Figure 1. Cell placement.
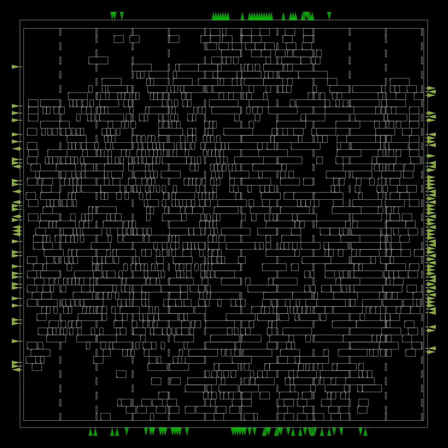
Figure 2. Drive-strength map.
(3 px per um)
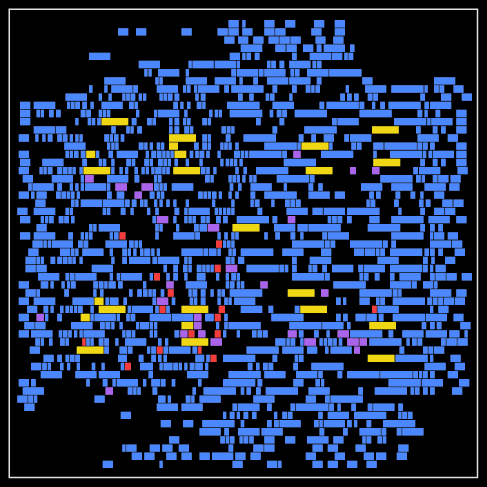
Figure 3. I/O pins on the die edge.
(3 px per um) Pins as bars across the die edge, other pins in grey.
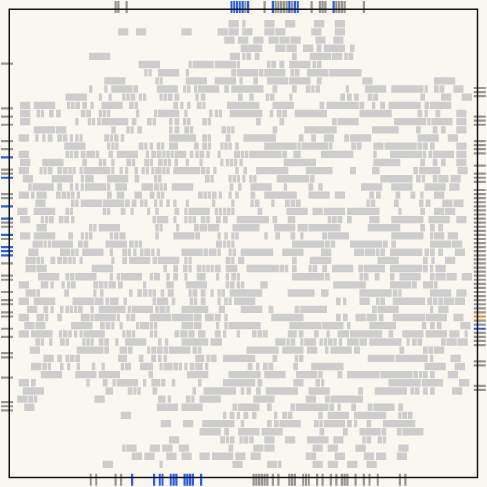
Figure 4. Selected gate families.
(3 px per um)
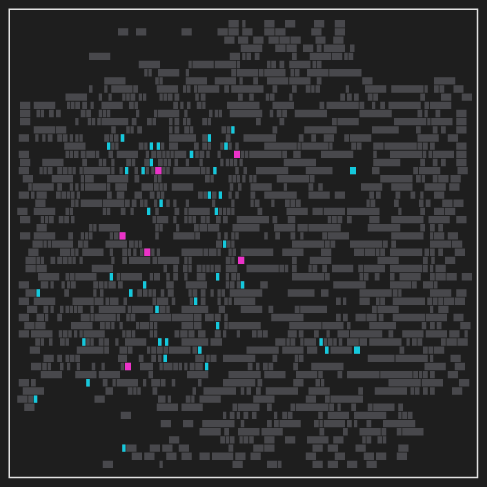
Design pc_fetch_flat, sky130hd; sources not shown.
==> Changelog: implementation <==
### Physical design

* Combinational Area at 0.00336 mm^2
* Final hold viol count at 0
* Tap cells at 313
* Met1 usage at 28.4%
* Initial Utilization at 36.1%
* Fa+ha+maj area frac at 0.152%
* Comb. pwr at 0.540 mW
* Synth top area share at 30.8%
* Outcome: complete, no violations
* Psw at 1.03 mW
* Post-layout period usage of the worst path at 57.1%
* Initial DRT Pass Iterations at 6
* Worst Clk Skew at 11.1 ps
* Mux area share at 0%
* Final min period at 2940 ps
* Via count at 7300
* Synth Register Bits at 189
* PostCTS Resize Cnt at 0
* Final Util at 46.3%
* R2r setup slk at 2700 ps
* Synth warn at 0
* YS chip area at 0.00825 mm^2
* CTS tree: done
* M1 wire length at 11600 um
* Number of nets in the layout at 1228
* HP Class: reg -> reg
* Remaining Overflow, GRT at 0
* Sw Ratio at 29.7%
* Post-synth top area cell: dfxtp_1
* Lkg Pwr at 3.88 nW
* Top cells by area: dfxtp_1, edfxtp_1, nand2_1, a21oi_1, o21ai_0
* DR top layer: met4
* Avg WL per Cell at 16.0 um
* Max Cap Viol at 0
* Ys cells at 1028
* Async S/R FF share, synth at 0%
* Total power at 3.45 mW
* Aoi share at 17.9%
* Fmax at 340 MHz
* Vias in the first global route at 6873
* PnR worst setup slack at 2210 ps
* Met3 Use GR at 3.89%
* Max clock buf depth at 2
* Ys flop type: dfxtp_1
* Post-CTS Hold Fix Bufs at 0
* Worst vdd ir at 0.000174 V
* Final TNS setup at 0 ps
* Seq pwr at 1.68 mW
* Top Ports at 168
* # clk buffers at 19
* Worst-margin pin slew at 1030 ps
* Invs w/o clock at 40
* Post-CTS setup buffers at 0
* WL met2 at 10800 um
* Xor/xnor share at 0.637%
* Combinational power share at 15.6%
* Largest net degree at the start of global routing at 64
* Pint at 2.43 mW
* Slew Limit Fails at 0
* Crit path capture type: primary output
* Part of the power in registers at 48.5%
* GPL Wtd Cong at 0.785
* RSZ-0062 raised after global routing: false
* Critical Path RT at 4640 ps
* Final ANT Viol Nets at 0
* Largest class: registers
* FF+latch area at 0.00440 mm^2
* Mi-comb count at 736
* CP arrival at 2430 ps
* Die area at 0.0242 mm^2
* H-tree lvl count at 4
* Post-Syn Instances at 1028
* Clk pwr at 1.24 mW
* DP Cell Count at 1452
* And+or+nand+nor area frac at 21.8%
* Place WS at 1700 ps
* Synthesized area at 0.00825 mm^2
* Area after DPL at 0.0100 mm^2
## Picture notes: Figure 1
seq_cells: 189
row cnt: 55

## Picture notes: Figure 2
Key: drive 1 or less = blue [cells 1104]; drive 6 and up = yellow [cells 23]; drive 2 = red [cells 16]; drive 3 to 4 = purple [cells 28]
design area: 0.0106 mm^2
Repair and plain buffers: 174
area grow syn2layout: 28.1%

## Picture notes: Figure 3
Key: imem_imem_addr = blue [pins 32, direction output, edge 12 bottom, 11 top, 8 left, 1 right]; imem_imem_rvalid = orange [pins 1, direction input, edge right]
Die Height: 156 um
port bufs: 163
die width: 156 um

## Picture notes: Figure 4
Key: AND and OR gates = magenta [cells 6]; inverters = cyan [cells 40]
most frequent logic cell in the layout: nand2_1
combinational share of cell area: 31.8%
count of non-filler cells in the finished layout: 1484

## layout by cell type (no fill, tap or decap), types with 2 or more instances in the layout
cell,instances
clkdlybuf4s50_1,163
dfxtp_1,127
inv_8,2
clkinvlp_4,3
clkbuf_16,17
nor3_1,2
nand2_1,265
and2_1,2
nand2_4,2
clkbuf_1,2
a211oi_1,2
nor2_2,8
or2_2,2
a21oi_1,162
o21ai_0,116
inv_4,2
inv_1,35
nand3_1,42
inv_2,2
clkinv_1,2
nand2_2,3
o211ai_1,3
xor2_1,3
conb_1,4
or2_1,2
buf_4,11
edfxtp_1,62
xnor2_1,3
o21bai_1,3
nor2_4,8
clkinv_4,2
nor2_1,100
inv_6,4
## worst max-delay path: stages
cell	delay, ps
clkdlybuf4s50_1	600
buf_4	290
nor3_1	150
clkdlybuf4s50_1	860
Power and IR drop assume default switching activity.
